Figure 1. Cell classes on the final placement.
The bar under the picture is 10 µm long.
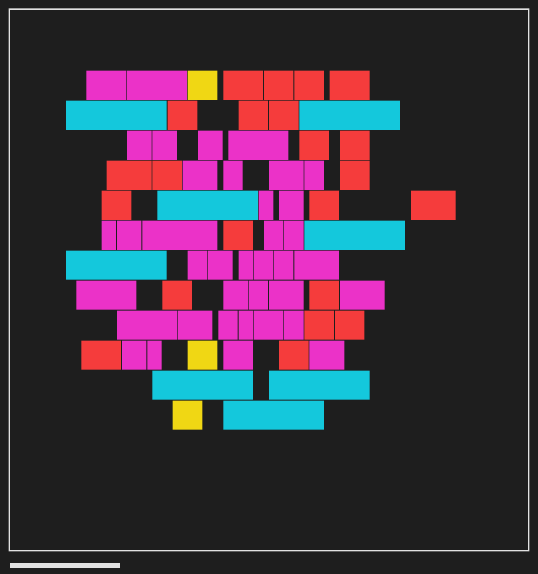
Figure 2. Clock wires, drivers and flops.
The bar under the picture is 10 µm long.
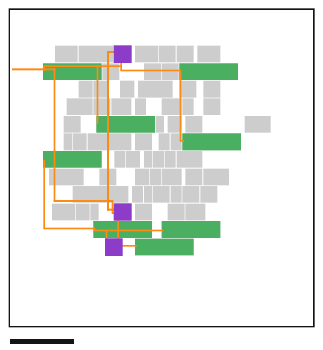
Figure 3. Supply network.
Pins as bars on the die edge. Tap cells in gray.
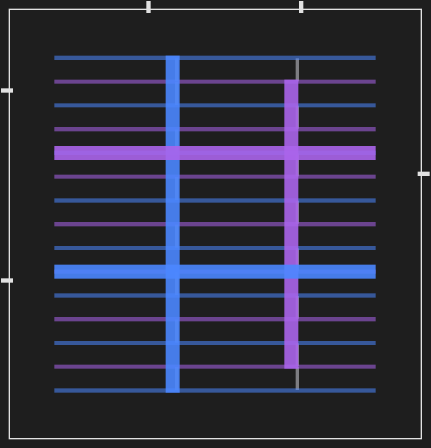
$ cat src/rtl/sysid_wait_timer.sv
// Stall counter for one Avalon read: counts waitrequest cycles and flags
// expiry once LIMIT stalls have already been absorbed and the slave still stalls.
module sysid_wait_timer #(
  parameter logic [7:0] LIMIT = 8'd255
) (
  input  logic clock,
  input  logic reset_n,
  input  logic clear,
  input  logic stall,
  output logic expired
);

  logic [7:0] count_q;
  logic [7:0] count_d;

  always_comb begin
    count_d = count_q;
    if (clear) begin
      count_d = 8'd0;
    end else if (stall && (count_q != 8'hFF)) begin
      count_d = count_q + 8'd1;
    end
  end

  always_ff @(posedge clock or negedge reset_n) begin
    if (!reset_n) begin
      count_q <= 8'd0;
    end else begin
      count_q <= count_d;
    end
  end

  assign expired = stall && (count_q == LIMIT);

endmodule

$ cat config.mk
export PLATFORM = sky130hd
export DESIGN_NAME = sysid_wait_timer
export DESIGN_NICKNAME = d
export VERILOG_FILES = /design/src/rtl/sysid_wait_timer.sv
export SDC_FILE = /design/constraint.sdc
export NUM_CORES = 1
export LEC_CHECK = 0
export CAP_MARGIN = 15
export CORE_AREA = 5 5 42 44
export CTS_CLUSTER_DIAMETER = 30
export DETAILED_ROUTE_END_ITERATION = 10
export DIE_AREA = 0 0 47 49
export MAX_ROUTING_LAYER = met4
export PLACE_DENSITY = 0.68
export SLEW_MARGIN = 0
export SYNTH_ARGS = -nofsm -noshare
export SYNTH_HDL_FRONTEND = slang
export SYNTH_SLANG_ARGS = --single-unit
$ cat constraint.sdc
create_clock -name clock -period 1.5 [get_ports clock]
set_input_delay 0.3 -clock clock [delete_from_list [all_inputs] [get_ports clock]]
set_output_delay 0.3 -clock clock [all_outputs]
set_load 0.02 [all_outputs]
==> metrics.yaml <==
ys_warn_count: 0
synth_nets: 55
worstMarginPinSlew_ns: 0.390
detail_route.first_pass.iterations: 3
endpoint: "expired"
route.vias.total: 456
startpoint: "count_q[0]$_DFFE_PN0P_"
ys_chip_area_um2: 509
worst_ep_arrival_time_ns: 1.29
antenna_found_initial: 0
drive_gt1_share_pct: 42.3
fillers: 132
yosysSeqAreaShare_pct: 39.3
rsz0062_at_grt: "true"
finalSetupViolCount: 1
ys_sh_mux_pct: 7.86
final_cells: 87
maxCapViolations: 0
comb_area_um2: 282
violations: "negative setup slack"
cp.required_ns: 1.20
slowest_delay_ns: 0.39
floorplan.core_util_pct: 36.3
final.period_utilization_pct: 106
drtIter0Drc: 16
r2r_slack_ns: 0.02
tool_warnings: 28
stdcell_area_um2: 712
ys_types: 28
drv_slew: 0
endpoint_kind: "output pin"
top_register: "count_q"
finalHoldViolations: 0
vias_per_cell: 5.24
place_congestion: 0.720
drt.antenna.violating_nets: 0
die_h_um: 49
nets: 78
adder_share_pct: 2.46
worst_path_max_delay_cell: "dfrtp_1"
clk_pin_slew_ns: 0.06
area_delta_synth_final_pct: 39.8
worstSetupStartpointType: "flip-flop"
crit_chain: "ha_2, and3_4, and3_4, buf_6"
hpwl_um: 793
synth.cellmix.simpleShare_pct: 26.0
top_area_share_pct: 39.3
dp_cells: 81
path_common_cell: "and3_4"
wl_mm: 1.10
slew_headroom_pct: 73.9
antenna_cells: 0
finClkSkew_ns: 0.00897
grt_pass1_wl_mm: 1.85
synth-xor-area-share_pct: 0
ys_ff: 8
regArea_um2: 200
rr_startpoint: "count_q[0]$_DFFE_PN0P_"
reg2reg_depth: 5
clk_latency_ns: 0.26
hold_class: "in2async"
route.detailed.drc: 0
dieArea_um2: 2300
setup_slack_ns: -0.0886
ios: 5
cts_root_buf: "clkbuf_4"
h-tree-depth: 1
reg.largest.list: "count_q (8)"
crit_type: "reg2out"
largest_reg_flops: 8
tritoncts: "done"
fin_total_pwr_mw: 0.464
aoi_share_pct: 15.5
grt-ovfl-total: 0
avgRoutedWirePerCell_um: 12.7
logic_family: "simple AND/OR/NAND/NOR gates"
peakVddDrop_mv: 0.442
syn-cell-area_um2: 509
placement.cell_area_um2: 647
grt_use_total_pct: 11.7
cts_sinks: 8
cts_buffers: 3
cts_hold_buf: 0
synthesis.instances: 50
yosys.area.top_type: "dfrtp_1"
status: "finished, violations left"
first_global_vias: 445
## Picture notes: Figure 1
| color | class | cells | share of their area |
|---|---|---|---|
| magenta | remaining logic cells | 38 | 42% |
| yellow | clock-net drivers | 3 | 3.3% |
| cyan | sequential cells | 8 | 29% |
| red | remaining buffers and delay cells | 22 | 26% |
Final Core Density: 50.8%
# rows: 14

## Picture notes: Figure 2
[purple] clock-net drivers | count: 3
[green] flip-flops | count: 8
[orange] clock wires | length: 154 µm
routed clock nets: 4

## Picture notes: Figure 3
| color | net |
|---|---|
| purple | VDD |
| blue | VSS |
met1 rails: 15
signal pins: 5
tap cells: 16

per-layer routing:
layer  track usage [%]  vias up  part of all wire [%]
met4              11.1        0                   4.0
li1                  -      231                     -
met1              12.6      215                    45
met5                 -        -                     0
met3              2.21        4                   2.9
met2              17.0        6                    48
what timing repair did:
action	4_1_cts	5_1_grt
pin swaps	1	4
resized	8	2
cloned	0	0
setup buffers	1	2
setup endpoints to repair	1	5
cell usage in the layout, fill, tap and decap left out, drive strengths merged:
cell type / Yosys / final
o21ai: 1 / 1
nor4: 1 / 1
dfrtp: 8 / 8
and3: 2 / 2
nand3: 3 / 3
nand4: 1 / 1
and4: 2 / 2
a21oi: 4 / 4
nor3: 3 / 3
ha: 1 / 1
a31oi: 1 / 1
clkdlybuf4s50: 0 / 3
mux2i: 1 / 1
a211oi: 1 / 1
a41oi: 1 / 1
nor2: 2 / 2
mux2: 2 / 2
a311oi: 1 / 1
nand2b: 2 / 2
nor4b: 1 / 1
inv: 2 / 2
buf: 3 / 19
nand2: 1 / 1
a21boi: 1 / 1
nor2b: 3 / 3
clkbuf: 1 / 3
nor3b: 1 / 1
logic make-up after synthesis:
logic type	Yosys count
AOI/OAI and AO/OA	10
muxes	3
adders and majority gates	1
buffers and inverters	6
DFF	8
and+or+nand+nor	22
critical path, delay by kind of cell, from the launching register on:
kind	cells	cell delay (ns)
buf+inv	1	0.12
simple gates	2	0.32
flops	1	0.39
fa+ha+maj	1	0.20
report_power, final:
group	leakage, nW	internal, mW	switching [mW]
clock network	0.0138	0.0919	0.0781
registers	0.110	0.221	0.00323
logic	0.196	0.0400	0.0295
area by class of cell:
class                           instances  share of cell area [%]
Sequential cell                         8                    28.1
Tap cell                               16                    2.81
Clock buffer                            3                    3.16
Timing Repair Buffer                   22                    25.3
Inverter                                2                    1.05
Multi-Input combinational cell         36                    39.5
Yosys cell counts, drive strengths merged:
cell type	instances
dfrtp	8
a21oi	4
buf	3
nand3	3
nor2b	3
nor3	3
and3	2
and4	2
inv	2
mux2	2
nand2b	2
nor2	2
a211oi	1
a21boi	1
a311oi	1
a31oi	1
a41oi	1
clkbuf	1
ha	1
mux2i	1
nand2	1
nand4	1
nor3b	1
nor4	1
nor4b	1
o21ai	1
stage by stage:
| stage | hold WS [ns] | setup slack [ns] | TNS (ns) |
|---|---|---|---|
| after floorplan | 0.00441 | 0.0122 | 0 |
| after global placement | 0.611 | -0.340 | -0.648 |
| after detailed placement | 0.618 | -0.345 | -0.685 |
| after CTS | 0.336 | -0.0762 | -0.0762 |
| after global routing | 0.345 | -0.132 | -0.152 |
| final | 0.325 | -0.0886 | -0.0886 |
worst min path at each step:
stage / startpoint / end / slack, ns / cells after the start
floorplan: reset_n / count_q[0]$_DFFE_PN0P_ / 0.004 / 0
finish: reset_n / count_q[7]$_DFFE_PN0P_ / 0.32 / 1
CTS: reset_n / count_q[7]$_DFFE_PN0P_ / 0.34 / 1
global placement: reset_n / count_q[7]$_DFFE_PN0P_ / 0.61 / 1
detailed placement: reset_n / count_q[7]$_DFFE_PN0P_ / 0.62 / 1
global route: reset_n / count_q[7]$_DFFE_PN0P_ / 0.34 / 1
Power and IR drop assume default switching activity.
